==> images/logic_types.png <==
Bar = 50 um.
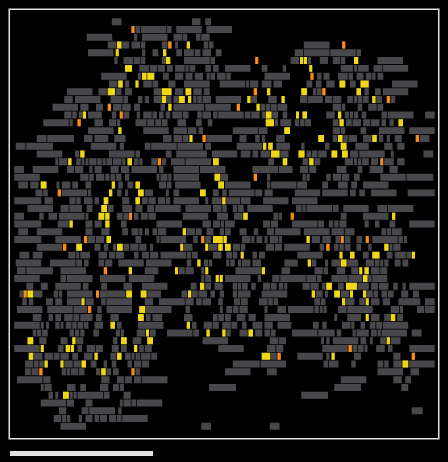
==> images/placement.png <==
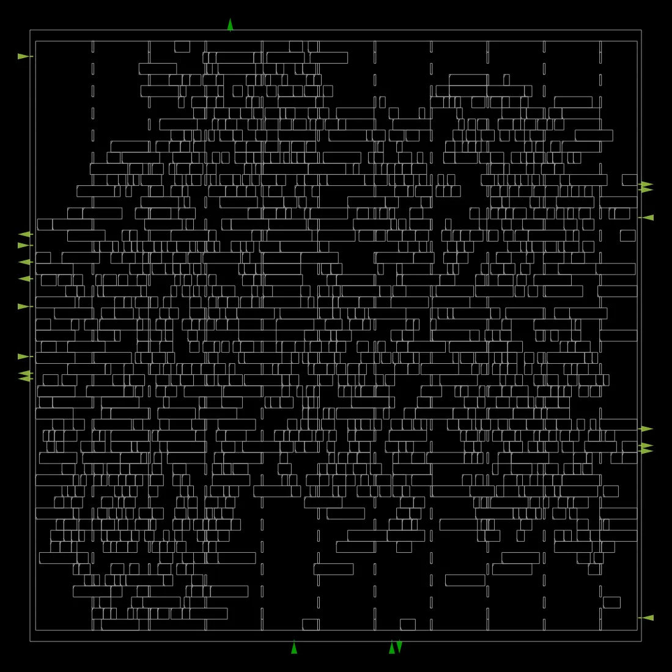
==> images/layer_met4.png <==
Bar = 50 um.
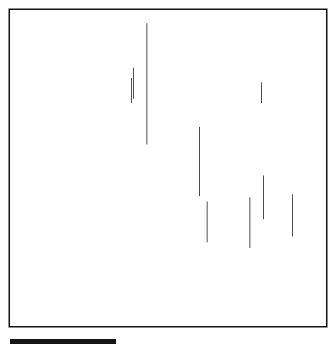
==> images/wires.png <==
Bar = 50 um.
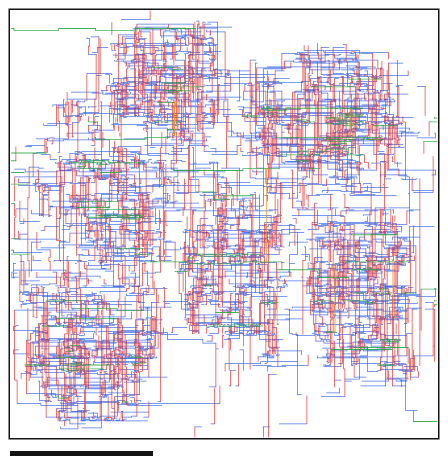
==> images/placement_by_type.png <==
Bar = 50 um. Fill, decap, tap and diode cells in grey.
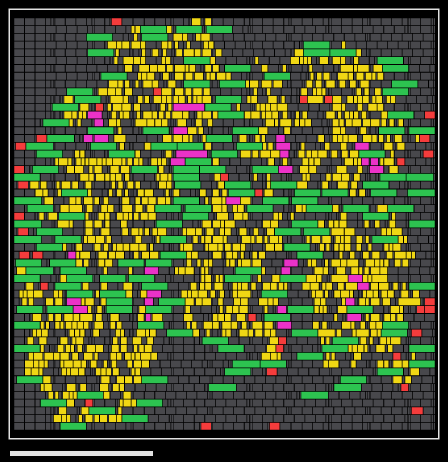
==> src/rtl/btn_pkg.sv <==
// ============================================================================
// btn_pkg : shared button indices, channel state encoding and width helper.
// Revision: 1.0
// ============================================================================
`default_nettype none

package btn_pkg;

    localparam int BTN_NUM   = 6;
    localparam int BTN_UP    = 0;
    localparam int BTN_DOWN  = 1;
    localparam int BTN_LEFT  = 2;
    localparam int BTN_RIGHT = 3;
    localparam int BTN_ENTER = 4;
    localparam int BTN_ESC   = 5;

    typedef enum logic [1:0] {
        ST_IDLE         = 2'd0,
        ST_PRESS_WAIT   = 2'd1,
        ST_HELD         = 2'd2,
        ST_RELEASE_WAIT = 2'd3
    } btn_state_t;

    // Counter width sized for the largest timing parameter, never below 1 bit.
    function automatic int cnt_width(input int a, input int b, input int c);
        int m;
        m = a;
        if (b > m) m = b;
        if (c > m) m = c;
        return ($clog2(m) < 1) ? 1 : $clog2(m);
    endfunction

endpackage

`default_nettype wire

==> src/rtl/btn_debounce_ch.sv <==
// ============================================================================
// btn_debounce_ch : one button channel - 2-flop synchronizer, debounce FSM,
// saturating counters. Optional auto-repeat when BTN_AUTOREPEAT_EN is defined.
// Revision: 1.0
// ============================================================================
`default_nettype none

module btn_debounce_ch
    import btn_pkg::*;
#(
    parameter int DEBOUNCE_CYCLES = 20000,
    parameter int CNT_W           = 15
`ifdef BTN_AUTOREPEAT_EN
    ,
    parameter int REPEAT_DELAY    = 500000,
    parameter int REPEAT_PERIOD   = 100000,
    parameter bit REPEAT_EN       = 1'b0
`endif
) (
    input  logic clk,
    input  logic rst_n,
    input  logic btn_n,
    output logic level,
    output logic press
);

    localparam logic [CNT_W-1:0] DB_LAST = CNT_W'(DEBOUNCE_CYCLES - 1);

    logic             r_sync1;
    logic             r_sync2;
    btn_state_t       r_state;
    btn_state_t       w_state_nxt;
    logic [CNT_W-1:0] r_cnt;
    logic [CNT_W-1:0] w_cnt_nxt;
    logic [CNT_W-1:0] w_cnt_inc;
    logic             r_level;
    logic             w_level_nxt;
    logic             r_press;
    logic             w_press_nxt;
    logic             w_pressed;

`ifdef BTN_AUTOREPEAT_EN
    localparam logic [CNT_W-1:0] DELAY_LAST  = CNT_W'(REPEAT_DELAY - 1);
    localparam logic [CNT_W-1:0] PERIOD_LAST = CNT_W'(REPEAT_PERIOD - 1);

    logic [CNT_W-1:0] r_rpt_cnt;
    logic [CNT_W-1:0] w_rpt_cnt_nxt;
    logic [CNT_W-1:0] w_rpt_inc;
    logic             r_rpt_rep;
    logic             w_rpt_rep_nxt;
`endif

    always_ff @(posedge clk or negedge rst_n) begin
        if (!rst_n) begin
            r_sync1   <= 1'b1;
            r_sync2   <= 1'b1;
            r_state   <= ST_IDLE;
            r_cnt     <= '0;
            r_level   <= 1'b0;
            r_press   <= 1'b0;
`ifdef BTN_AUTOREPEAT_EN
            r_rpt_cnt <= '0;
            r_rpt_rep <= 1'b0;
`endif
        end else begin
            r_sync1   <= btn_n;
            r_sync2   <= r_sync1;
            r_state   <= w_state_nxt;
            r_cnt     <= w_cnt_nxt;
            r_level   <= w_level_nxt;
            r_press   <= w_press_nxt;
`ifdef BTN_AUTOREPEAT_EN
            r_rpt_cnt <= w_rpt_cnt_nxt;
            r_rpt_rep <= w_rpt_rep_nxt;
`endif
        end
    end

    // Decisions use the incremented count so the pulse lands DEBOUNCE_CYCLES+2
    // edges after the raw input first reads low.
    always_comb begin
        w_state_nxt   = r_state;
        w_cnt_nxt     = r_cnt;
        w_level_nxt   = r_level;
        w_press_nxt   = 1'b0;
        w_pressed     = ~r_sync2;
        w_cnt_inc     = (r_cnt == '1) ? r_cnt : r_cnt + 1'b1;
`ifdef BTN_AUTOREPEAT_EN
        w_rpt_cnt_nxt = r_rpt_cnt;
        w_rpt_rep_nxt = r_rpt_rep;
        w_rpt_inc     = (r_rpt_cnt == '1) ? r_rpt_cnt : r_rpt_cnt + 1'b1;
`endif
        case (r_state)
            ST_IDLE: begin
                if (w_pressed) begin
                    w_state_nxt = ST_PRESS_WAIT;
                    w_cnt_nxt   = '0;
                end
            end
            ST_PRESS_WAIT: begin
                if (!w_pressed) begin
                    w_state_nxt = ST_IDLE;
                end else if (w_cnt_inc >= DB_LAST) begin
                    w_state_nxt   = ST_HELD;
                    w_level_nxt   = 1'b1;
                    w_press_nxt   = 1'b1;
`ifdef BTN_AUTOREPEAT_EN
                    w_rpt_cnt_nxt = '0;
                    w_rpt_rep_nxt = 1'b0;
`endif
                end else begin
                    w_cnt_nxt = w_cnt_inc;
                end
            end
            ST_HELD: begin
                if (!w_pressed) begin
                    w_state_nxt = ST_RELEASE_WAIT;
                    w_cnt_nxt   = '0;
                end
`ifdef BTN_AUTOREPEAT_EN
                // Repeat timer only advances here, so RELEASE_WAIT pauses it.
                else if (REPEAT_EN) begin
                    if (r_rpt_cnt == (r_rpt_rep ? PERIOD_LAST : DELAY_LAST)) begin
                        w_press_nxt   = ~r_press;
                        w_rpt_cnt_nxt = '0;
                        w_rpt_rep_nxt = 1'b1;
                    end else begin
                        w_rpt_cnt_nxt = w_rpt_inc;
                    end
                end
`endif
            end
            ST_RELEASE_WAIT: begin
                if (w_pressed) begin
                    w_state_nxt = ST_HELD;
                end else if (w_cnt_inc >= DB_LAST) begin
                    w_state_nxt = ST_IDLE;
                    w_level_nxt = 1'b0;
                end else begin
                    w_cnt_nxt = w_cnt_inc;
                end
            end
            default: begin
                w_state_nxt = ST_IDLE;
            end
        endcase
    end

    assign level = r_level;
    assign press = r_press;

endmodule

`default_nettype wire

==> src/rtl/button_conditioner.sv <==
// ============================================================================
// button_conditioner : debounces six active-low buttons into held levels and
// press pulses. Auto-repeat on REPEAT_MASK channels when BTN_AUTOREPEAT_EN.
// Revision: 1.0
// ============================================================================
`default_nettype none

module button_conditioner
    import btn_pkg::*;
#(
    parameter int                 DEBOUNCE_CYCLES = 20000,
    parameter int                 REPEAT_DELAY    = 500000,
    parameter int                 REPEAT_PERIOD   = 100000,
    parameter logic [BTN_NUM-1:0] REPEAT_MASK     = 6'b000011
) (
    input  logic               clk,
    input  logic               rst_n,
    input  logic [BTN_NUM-1:0] btn_n,
    output logic [BTN_NUM-1:0] btn_level,
    output logic [BTN_NUM-1:0] btn_press
);

    localparam int CNT_W = cnt_width(DEBOUNCE_CYCLES, REPEAT_DELAY, REPEAT_PERIOD);

    generate
        for (genvar i = 0; i < BTN_NUM; i++) begin : g_ch
            btn_debounce_ch #(
                .DEBOUNCE_CYCLES (DEBOUNCE_CYCLES),
                .CNT_W           (CNT_W)
`ifdef BTN_AUTOREPEAT_EN
                ,
                .REPEAT_DELAY    (REPEAT_DELAY),
                .REPEAT_PERIOD   (REPEAT_PERIOD),
                .REPEAT_EN       (REPEAT_MASK[i])
`endif
            ) u_ch (
                .clk   (clk),
                .rst_n (rst_n),
                .btn_n (btn_n[i]),
                .level (btn_level[i]),
                .press (btn_press[i])
            );
        end
    endgenerate

endmodule

`default_nettype wire

==> config.mk <==
export PLATFORM = sky130hd
export DESIGN_NAME = button_conditioner
export DESIGN_NICKNAME = d
export VERILOG_FILES = /design/src/rtl/btn_pkg.sv /design/src/rtl/btn_debounce_ch.sv /design/src/rtl/button_conditioner.sv
export SDC_FILE = /design/constraint.sdc
export NUM_CORES = 1
export LEC_CHECK = 0
export ABC_AREA = 0
export ABC_CLOCK_PERIOD_IN_PS = 5350
export CAP_MARGIN = 25
export CORE_MARGIN = 1
export CORE_UTILIZATION = 45
export CTS_BUF_LIST = sky130_fd_sc_hd__clkbuf_2 sky130_fd_sc_hd__clkbuf_4 sky130_fd_sc_hd__clkbuf_8
export CTS_CLUSTER_SIZE = 10
export DETAILED_ROUTE_END_ITERATION = 6
export PLACE_DENSITY = 0.68
export SETUP_SLACK_MARGIN = 0.1
export SKIP_LAST_GASP = 1
export SLEW_MARGIN = 20
export SYNTH_ARGS = -nofsm -noshare
export SYNTH_HDL_FRONTEND = slang
export SYNTH_SLANG_ARGS = --single-unit
==> constraint.sdc <==
create_clock -name clk -period 5.35 [get_ports clk]
set_clock_uncertainty 0.05 [all_clocks]
set_input_delay 1.07 -clock clk [delete_from_list [all_inputs] [get_ports clk]]
set_output_delay 1.07 -clock clk [all_outputs]
set_load 0.01 [all_outputs]
==> notes.org <==
#+TITLE: Synthesis and PnR summary

** Final timing
- Endpoints failing hold in the final report were tallied at 0.
- Maximum clock frequency :: 250.6 MHz
- Counting pins that exceed their max-slew limit in the final report gives 0.
- For the pin with the worst max-slew slack, the measured transition is 0.7713 ns.
- The most critical hold endpoint after final layout shows a slack of 0.2996 ns.
- In the post-route analysis, the smallest setup slack over all paths is 1.359 ns.
- TNS Setup :: 0 ns
- Ratio of final minimum period to clock period :: 74.60%

** Worst setup path
- Data required time at the worst endpoint :: 5.66 ns
- Measured in cells, the most critical reg-to-reg path has a length of 10.
- The arrival time of data at the worst endpoint is listed as 4.31 ns.
- STA lists the maximum fanout along the critical path as 10.
- STA classifies the critical path endpoint as a flip-flop.
- STA classifies the critical path startpoint as a flip-flop.

** Outcome
- The flow ran to the end, and the final reports show no timing, DRC or antenna violations.

** CTS
- Worst-skew pair later-pin latency :: 0.46 ns
- Post-CTS repair changed the size of 0 cells.

** Cells and area
- # diodes :: 0
- Registers take 3769 um^2.
- Total area of multi-input combinational cells :: 5453 um^2
- According to the finish report, the design has a final net count of 1119.

** Yosys
- Before any placement, the netlist area is recorded as 9804 um^2.
- Post-synthesis instance total :: 1152
- Commonest cells in the synthesized netlist :: dfrtp_1 (138), nand2_1 (109), nand3_1 (86)
- The synthesized netlist contains 92 unique library cells.
- Yosys top cell by area :: dfrtp_1
- After synthesis, the chip area reported by Yosys is 9804 um^2.
- Count of warnings emitted by yosys :: 0
- Yosys reported a register bit count of 150.
- For this run the top cell type by instance count after synthesis was dfrtp_1.

** Power and ir drop
- Internal Pwr Total :: 1.641 mW
- The clock network is responsible for 39.8% of the overall power.
- Static leakage :: 4.021 nW
- The script computed a power per unit cell area of 216.7 nW/um^2.

** Drt
- In the detailed route, the total length drawn on met3 is 1147 um.
- The routed wirelength on the met1 layer is recorded as 10710 um.
- Dividing the detail-routed wire length by the instance count gives 16.31 um.
- After detailed routing, the number of remaining DRC violations is 0.

** Global routing
- Remaining global-route overflow :: 0
- Number of antenna violations at the first check in global routing :: 0

** Floorplan
- Total I/O pin count :: 20
- The floorplan step set the die height to 149.6 um.

** Placed design
- Setup slack after placement :: 1.496 ns
- Once detailed placement completed, the half-perimeter wirelength came to 15250 um.
About logic_types.png:
| colour | family | cells | where |
|---|---|---|---|
| orange | inverters | 35 | all over the die |
| yellow | NOR gates | 148 | all over the die |

About placement.png:
Util after Layout: 49.03%
number of cell rows: 53
post-route non-filler standard cell count: 1393
flop count: 150

About layer_met4.png:
longest straight run: 57.1 um
wire length on this layer: 208 um

About wires.png:
| colour | layer | wire length |
|---|---|---|
| orange | metal 4 | 208 um |
| green | metal 3 | 1150 um |
| blue | metal 1 | 10700 um |
| red | metal 2 | 10700 um |

About placement_by_type.png:
| colour | class | cells |
|---|---|---|
| magenta | clock drivers and dummy loads | 32 |
| red | other buffers and delay cells | 34 |
| green | flops | 150 |
| yellow | combinational and other logic | 902 |
Core ar.: 21220 um^2
flip-flop and latch share of the layout cell area: 36.22%
final cell area excluding filler cells: 10400 um^2

==> routing by layer <==
layer / GRT usage, % / vias up
met1: 29.52 / 4167
li1: - / 4271
met5: 0 / -
met3: 3.933 / 19
met2: 33.96 / 250
met4: 6.173 / 0
==> cell type report <==
type | count | share of cell area, %
Tap cell | 275 | 3.307
Clock inverter | 15 | 1.624
Inverter | 35 | 1.263
Clock buffer | 17 | 2.249
Multi-Input combinational cell | 867 | 52.41
Timing Repair Buffer | 34 | 2.922
Sequential cell | 150 | 36.22
==> cells in the final DEF, fill, tap and decap left out, types with 15 or more instances in the layout <==
| cell type | n |
|---|---|
| and2_1 | 26 |
| nor4_1 | 23 |
| a21oi_1 | 38 |
| xor2_1 | 16 |
| nand2b_1 | 16 |
| clkdlybuf4s50_1 | 18 |
| dfrtp_1 | 138 |
| nand3_1 | 86 |
| a31oi_1 | 30 |
| nand4_1 | 37 |
| o21ai_0 | 49 |
| nand2_1 | 109 |
| nor2_1 | 64 |
| buf_4 | 15 |
| clkbuf_8 | 17 |
| or3_1 | 15 |
| nor3_1 | 38 |
| o211ai_1 | 34 |
| inv_1 | 35 |
| xnor2_1 | 16 |
| and3_1 | 23 |
| or4_1 | 16 |
==> final timing paths <==
path                                                   startpoint                                end  slack [ns]
worst max register to register  g_ch[3].u_ch.r_cnt[0]$_DFFE_PN0P_     g_ch[3].u_ch.level$_DFFE_PN0P_        1.36
min in group asynchronous                                   rst_n                          async pin        0.56
worst min register to register     g_ch[2].u_ch.r_sync1$_DFF_PN1_     g_ch[2].u_ch.r_sync2$_DFF_PN1_        0.30
worst max-delay path            g_ch[3].u_ch.r_cnt[0]$_DFFE_PN0P_     g_ch[3].u_ch.level$_DFFE_PN0P_        1.36
max in group asynchronous                                   rst_n  g_ch[5].u_ch.r_cnt[5]$_DFFE_PN0P_        3.66
worst min-delay path               g_ch[2].u_ch.r_sync1$_DFF_PN1_     g_ch[2].u_ch.r_sync2$_DFF_PN1_        0.30
==> metrics by stage <==
step                std cells  area [um^2]
floorplan                1152         9804
global placement         1359         9986
detailed placement       1359         9986
CTS                      1391        10390
global route             1393        10400
finish                   1393        10400
==> worst max-delay path: stages, from the launching register on <==
cell and delay, ns:
dfrtp_1 0.48, ha_1 0.33, nand2_1 0.26, nor4_1 0.66, o21ai_0 0.19, a41o_1 0.30
o2111ai_1 0.56, buf_4 0.26, nand2_1 0.18, and2_0 0.35, a211oi_1 0.27
==> registers in the layout (all words and copies together) (netlist names), named ones only <==
signal	flops
g_ch.u_ch.press	6
g_ch.u_ch.r_sync2	6
g_ch.u_ch.r_state	6
g_ch.u_ch.r_sync1	6
g_ch.u_ch.level	6
g_ch.u_ch.r_cnt	114
==> cell families (layout without fill, tap and decap cells) <==
| logic type | Yosys count | after routing | share of synthesized area [%] |
|---|---|---|---|
| xor gates and xnor gates | 32 | 32 | 2.859 |
| buffers and inverters | 135 | 101 | 5.947 |
| AOI/OAI and AO/OA | 298 | 298 | 22.12 |
| and+or+nand+nor | 517 | 517 | 28.41 |
| DFF | 150 | 150 | 38.44 |
| muxes | 14 | 14 | 1.468 |
| adders and majority gates | 6 | 6 | 0.7657 |
No activity file was given, so power comes from the tool's default toggle rates.
